$ cat config.mk
export PLATFORM = sky130hd
export DESIGN_NAME = snn_frame_ctrl
export DESIGN_NICKNAME = d
export VERILOG_FILES = /design/src/rtl/snn_pkg.sv /design/src/rtl/snn_bit_unpacker.sv /design/src/rtl/snn_frame_ctrl.sv
export SDC_FILE = /design/constraint.sdc
export NUM_CORES = 1
export LEC_CHECK = 0
export CAP_MARGIN = 20
export CORE_MARGIN = 2
export CORE_UTILIZATION = 52
export DETAILED_ROUTE_END_ITERATION = 7
export PLACE_DENSITY = 0.85
export SLEW_MARGIN = 20
export SYNTH_ARGS = -nofsm -noshare
export SYNTH_HDL_FRONTEND = slang
export SYNTH_SLANG_ARGS = --single-unit
export TNS_END_PERCENT = 100
$ cat constraint.sdc
create_clock -name clk -period 2.6 [get_ports clk]
set_input_delay 0.26 -clock clk [delete_from_list [all_inputs] [get_ports clk]]
set_output_delay 0.26 -clock clk [all_outputs]
set_load 0.01 [all_outputs]
$ cat src/rtl/snn_pkg.sv
// Shared types and defaults for the SNN frame controller slice.
package snn_pkg;

  localparam int NUM_PIXELS_DEF = 784;
  localparam int ADDR_W_DEF     = 10;
  localparam int WDOG_CYC_DEF   = 65535;

  typedef enum logic [1:0] {
    LOAD   = 2'd0,
    START  = 2'd1,
    RUN    = 2'd2,
    RESULT = 2'd3
  } frame_state_t;

endpackage

$ cat src/rtl/snn_bit_unpacker.sv
// Unpacks pixel bytes (bit0 first) into sequential 1-bit RAM writes.
// A new byte may be taken while the last bit of the previous one is being
// written, so a continuous byte stream produces one write per cycle.
module snn_bit_unpacker
  import snn_pkg::*;
#(
  parameter int NUM_PIXELS = NUM_PIXELS_DEF,
  parameter int ADDR_W     = ADDR_W_DEF
) (
  input  logic              clk,
  input  logic              rst_n,
  input  logic              clr,
  input  logic              en,
  input  logic [7:0]        rx_data,
  input  logic              rx_valid,
  output logic              can_accept,
  output logic              we,
  output logic [ADDR_W-1:0] addr,
  output logic              d,
  output logic              last_wr,
  output logic              active
);

  localparam int NUM_BYTES = NUM_PIXELS / 8;
  localparam int BC_W      = $clog2(NUM_BYTES + 1);
  localparam logic [BC_W-1:0]   NUM_BYTES_V = BC_W'(NUM_BYTES);
  localparam logic [ADDR_W-1:0] LAST_ADDR   = ADDR_W'(NUM_PIXELS - 1);

  logic [7:0]        shifter_q, shifter_d;
  logic [3:0]        bits_left_q, bits_left_d;
  logic [ADDR_W-1:0] pix_cnt_q, pix_cnt_d;
  logic [BC_W-1:0]   byte_cnt_q, byte_cnt_d;
  logic              accept;

  // Accept/write decode and next-state for the shifter and counters.
  always_comb begin
    shifter_d   = shifter_q;
    bits_left_d = bits_left_q;
    pix_cnt_d   = pix_cnt_q;
    byte_cnt_d  = byte_cnt_q;
    can_accept  = en && (byte_cnt_q < NUM_BYTES_V) && (bits_left_q <= 4'd1);
    accept      = can_accept && rx_valid;
    we          = en && (bits_left_q != 4'd0);
    if (we) begin
      shifter_d   = {1'b0, shifter_q[7:1]};
      bits_left_d = bits_left_q - 4'd1;
      pix_cnt_d   = pix_cnt_q + 1'b1;
    end
    if (accept) begin
      shifter_d   = rx_data;
      bits_left_d = 4'd8;
      byte_cnt_d  = byte_cnt_q + 1'b1;
    end
    if (clr) begin
      shifter_d   = 8'd0;
      bits_left_d = 4'd0;
      pix_cnt_d   = '0;
      byte_cnt_d  = '0;
    end
  end

  // Shifter and counter registers.
  always_ff @(posedge clk) begin
    if (!rst_n) begin
      shifter_q   <= 8'd0;
      bits_left_q <= 4'd0;
      pix_cnt_q   <= '0;
      byte_cnt_q  <= '0;
    end else begin
      shifter_q   <= shifter_d;
      bits_left_q <= bits_left_d;
      pix_cnt_q   <= pix_cnt_d;
      byte_cnt_q  <= byte_cnt_d;
    end
  end

  assign addr    = pix_cnt_q;
  assign d       = shifter_q[0];
  assign last_wr = we && (pix_cnt_q == LAST_ADDR);
  assign active  = (byte_cnt_q != '0) || (bits_left_q != 4'd0);

endmodule

$ cat src/rtl/snn_frame_ctrl.sv
// Frame sequencer: loads a bitmap into the input-unit RAM, starts the core,
// and returns its digit. Optional RUN watchdog enabled by SNN_WDOG_EN.
//
// Handshakes: a transfer happens on a posedge where valid & ready are both 1.
// rx_valid/rx_data are sampled only then; res_valid, once high, stays high
// with res_digit/res_err stable until a cycle with res_ready=1.
module snn_frame_ctrl
  import snn_pkg::*;
#(
  parameter int NUM_PIXELS = NUM_PIXELS_DEF,
  parameter int ADDR_W     = ADDR_W_DEF,
  parameter int WDOG_CYC   = WDOG_CYC_DEF
) (
  input  logic              clk,
  input  logic              rst_n,
  input  logic [7:0]        rx_data,
  input  logic              rx_valid,
  output logic              rx_ready,
  output logic              ram_we,
  output logic [ADDR_W-1:0] ram_addr,
  output logic              ram_d,
  input  logic [ADDR_W-1:0] core_addr,
  output logic              core_start,
  input  logic              core_done,
  input  logic [3:0]        core_digit,
  output logic [3:0]        res_digit,
  output logic              res_err,
  output logic              res_valid,
  input  logic              res_ready,
  output logic              busy,
  output frame_state_t      dbg_state
);

  frame_state_t      state_q, state_d;
  logic [3:0]        res_digit_q, res_digit_d;
  logic              clr;
  logic              unp_we, unp_d, unp_last, unp_active, unp_ready;
  logic [ADDR_W-1:0] unp_addr;

`ifdef SNN_WDOG_EN
  localparam int WDOG_W = ($clog2(WDOG_CYC) > 0) ? $clog2(WDOG_CYC) : 1;
  localparam logic [WDOG_W-1:0] WDOG_LAST = WDOG_W'(WDOG_CYC - 1);
  logic [WDOG_W-1:0] wdog_q, wdog_d;
  logic              res_err_q, res_err_d;
`else
  logic [31:0] unused_wdog_cyc;
  assign unused_wdog_cyc = WDOG_CYC;
`endif

  snn_bit_unpacker #(
    .NUM_PIXELS(NUM_PIXELS),
    .ADDR_W    (ADDR_W)
  ) u_unpacker (
    .clk       (clk),
    .rst_n     (rst_n),
    .clr       (clr),
    .en        (state_q == LOAD),
    .rx_data   (rx_data),
    .rx_valid  (rx_valid),
    .can_accept(unp_ready),
    .we        (unp_we),
    .addr      (unp_addr),
    .d         (unp_d),
    .last_wr   (unp_last),
    .active    (unp_active)
  );

  // Frame FSM next-state, start pulse, result capture and watchdog.
  always_comb begin
    state_d     = state_q;
    res_digit_d = res_digit_q;
    core_start  = 1'b0;
    clr         = 1'b0;
`ifdef SNN_WDOG_EN
    wdog_d      = wdog_q;
    res_err_d   = res_err_q;
`endif
    case (state_q)
      LOAD: begin
        if (unp_last) state_d = START;
      end
      START: begin
        core_start = 1'b1;
        state_d    = RUN;
`ifdef SNN_WDOG_EN
        wdog_d     = '0;
`endif
      end
      RUN: begin
`ifdef SNN_WDOG_EN
        wdog_d = wdog_q + 1'b1;
`endif
        if (core_done) begin
          res_digit_d = core_digit;
          state_d     = RESULT;
`ifdef SNN_WDOG_EN
          res_err_d   = 1'b0;
        end else if (wdog_q == WDOG_LAST) begin
          res_digit_d = 4'hF;
          res_err_d   = 1'b1;
          state_d     = RESULT;
`endif
        end
      end
      RESULT: begin
        if (res_ready) begin
          state_d = LOAD;
          clr     = 1'b1;
        end
      end
    endcase
  end

  // State and result registers.
  always_ff @(posedge clk) begin
    if (!rst_n) begin
      state_q     <= LOAD;
      res_digit_q <= 4'd0;
`ifdef SNN_WDOG_EN
      wdog_q      <= '0;
      res_err_q   <= 1'b0;
`endif
    end else begin
      state_q     <= state_d;
      res_digit_q <= res_digit_d;
`ifdef SNN_WDOG_EN
      wdog_q      <= wdog_d;
      res_err_q   <= res_err_d;
`endif
    end
  end

`ifdef SNN_WDOG_EN
  assign res_err = res_err_q;
`else
  assign res_err = 1'b0;
`endif

  assign rx_ready  = unp_ready;
  assign ram_we    = unp_we;
  assign ram_d     = unp_d;
  assign ram_addr  = (state_q == LOAD) ? unp_addr : core_addr;
  assign res_digit = res_digit_q;
  assign res_valid = (state_q == RESULT);
  assign busy      = (state_q != LOAD) || unp_active;
  assign dbg_state = state_q;

endmodule

==> run_1/cell_density.png <==
6 x 6 tiles, from black (low) to pale yellow (high), 0 to 100% covered.
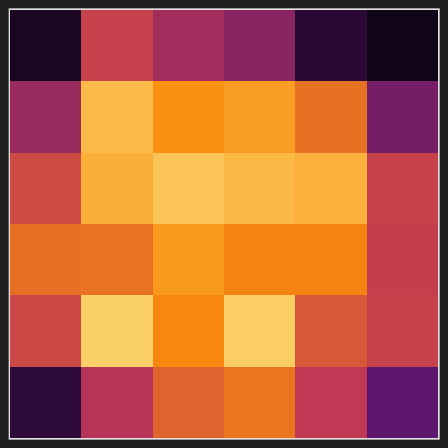
tiles over 75% full: 28%
emptiest ninth of the die: upper right
mean over tiles: 58%
densest ninth of the die: center
fullest tile: 90%
Final Util: 71.9%
core area: 0.00342 mm²

==> run_1/placement_by_type.png <==
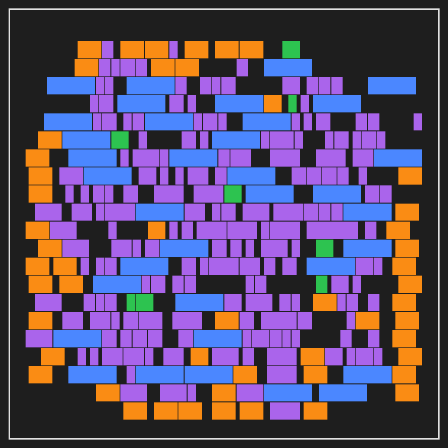
legend:
  orange:
    class: other buffers and delay cells
    cells: 51
    share_of_their_area: 21%
  green:
    class: clock drivers and dummy loads
    cells: 8
    share_of_their_area: 2.1%
  blue:
    class: flops
    cells: 35
    share_of_their_area: 29%
  purple:
    class: combinational and other logic
    cells: 178
    share_of_their_area: 48%

==> run_1/congestion.png <==
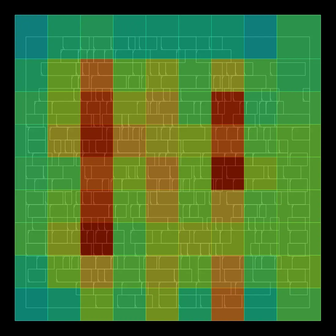
GR Layer Usage met2: 31.1%
busiest grt layer: met2

==> results.txt, run 1 <==
impl run done, here's what came out: status=complete, no violations, Non-clock buffers=approximately 51, Slew @ Worst Pin=roughly 0.65 ns, worst path bufs/invs=2, PortBufs=48, met2 WL post-DR=1.79 mm, post-route setup slack=approximately 0.16 ns, Pwr Total=1.77 mW, TritonCTS sink count=35, CP cell instances=inv_1 > ha_1 > or3b_4 > nor4_1 > nand4_1 > clkdlybuf4s50_1, Crit path arrival time=between 2 and 2.5 ns, Seq area share=28.5%, Iter 0 DRT Violations=85, Placer Congestion=slightly above 0.8, worst vdd ir=0.000627 V, Post-synth area hogs=dfxtp_1 37%, ha_1 6.6%, nand2_1 6.5%, mux2_2 5.9%, xnor2_1 4.6%, Filler cells=274, M1 wire length=1.86 mm, Flops after synth=35, metal3 WL=182 µm, n_diodes=0, Root Driver=clkbuf_4, Lkg Pwr=a little under 0.9 nW, Synth async-reset ratio=0%, via count=1,703, H-tree depth=2, hold slack=approximately 0.47 ns, clock network fraction of total power=15.9%, Adder Share, Synth=under 10%, post-synthesis cell area=0.00190 mm², hold depth=2, top-count cell post-synth=dfxtp_1, leading area contributor after synthesis=dfxtp_1, Setup Skew=0.00855 ns, sw frac=36.9%, Place WS=~0.41 ns, Worst Hold Launch=res_digit[1], Resized cells post-CTS=0, cell family with most CP delay=simple AND/OR/NAND/NOR gates, sequential share of the synthesized area=36.9%, total grt overflow=0, Hold Path Sink=res_digit[1], worst reg2reg path depth=7, Syn Area/Cell=~8.5 µm², Pwr Density=around 720 mW/mm², Top Consumer=combinational logic
==> run_1/flops_by_reg.png <==
Other sequential cells in the stronger gray, the rest of the logic in the fainter gray.
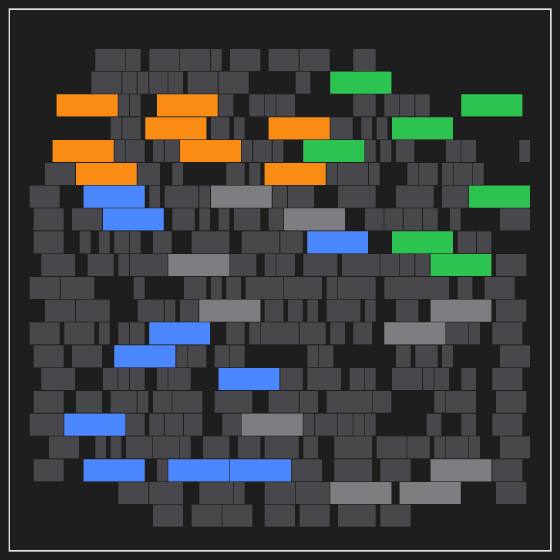

--- run 2 (diff from run 1) ---
--- a/config.mk
+++ b/config.mk
@@ -5,6 +5,7 @@
 export SDC_FILE = /design/constraint.sdc
 export NUM_CORES = 1
 export LEC_CHECK = 0
+export ABC_CLOCK_PERIOD_IN_PS = 2600
 export CAP_MARGIN = 20
 export CORE_MARGIN = 2
 export CORE_UTILIZATION = 52
@@ -13,5 +14,6 @@
 export SLEW_MARGIN = 20
 export SYNTH_ARGS = -nofsm -noshare
 export SYNTH_HDL_FRONTEND = slang
+export SYNTH_HIERARCHICAL = 1
 export SYNTH_SLANG_ARGS = --single-unit
 export TNS_END_PERCENT = 100
==> run_2/flops_by_reg.png <==
Other sequential cells in the stronger gray, the rest of the logic in the fainter gray.
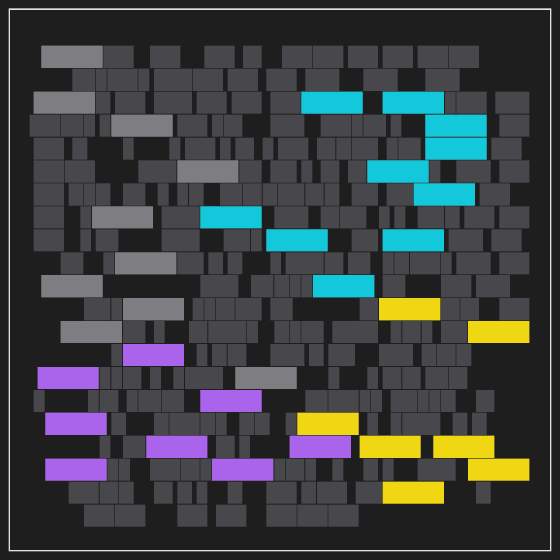
legend:
  cyan:
    name_in_the_netlist: u_unpacker/addr
    sequential_cells: 10
  purple:
    name_in_the_netlist: u_unpacker/shifter_q
    sequential_cells: 8
  yellow:
    name_in_the_netlist: u_unpacker/byte_cnt_q
    sequential_cells: 7
    where: lower right

==> run_2/cell_density.png <==
6 x 6 tiles, from black (low) to pale yellow (high), 0 to 100% covered.
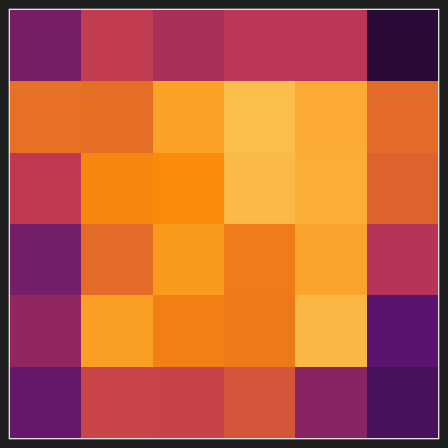
densest ninth of the die: center
fullest tile: 86%
tiles over 75% full: 25%

==> run 2 against run 1 <==
Final area is the same. Critical path depth is the same. Utilization grew 0.56 points. Clock power shrank 7.5%. Synthesized cell count grew 0.90%. Power grew 3.2%. Register-to-register slack lost 0.11 ns. Critical path type unchanged. Highest routed layer unchanged.
==> results.txt, run 2 <==
impl run done, here's what came out: status=complete, no violations, Place WS=0.562 ns, clock network fraction of total power=roughly 14%, TritonCTS sink count=35, core area=0.00339 mm², Resized cells post-CTS=0, hold slack=0.469 ns, Top Consumer=combinational logic, Pwr Density=743 mW/mm², Lkg Pwr=0.941 nW, Post-synth area hogs=dfxtp_1 37%, ha_1 7.3%, nand2_1 7.0%, mux2_2 6.0%, nor2_1 3.6%, Crit path arrival time=2.15 ns, worst vdd ir=0.000582 V, sw frac=between 30 and 40%, M1 wire length=1.94 mm, Non-clock buffers=54, worst path bufs/invs=2, metal3 WL=roughly 180 µm, n_diodes=0, leading area contributor after synthesis=dfxtp_1, total grt overflow=0, hold depth=2, cell family with most CP delay=simple AND/OR/NAND/NOR gates, Iter 0 DRT Violations=102, post-synthesis cell area=about 0.0019 mm², Root Driver=clkbuf_4
==> run_2/congestion.png <==
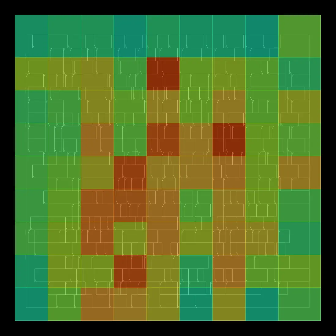
GR Layer Usage met2: 34.9%
Total GRT Usage: 21.7%

Power is estimated from default activity; no workload was simulated.
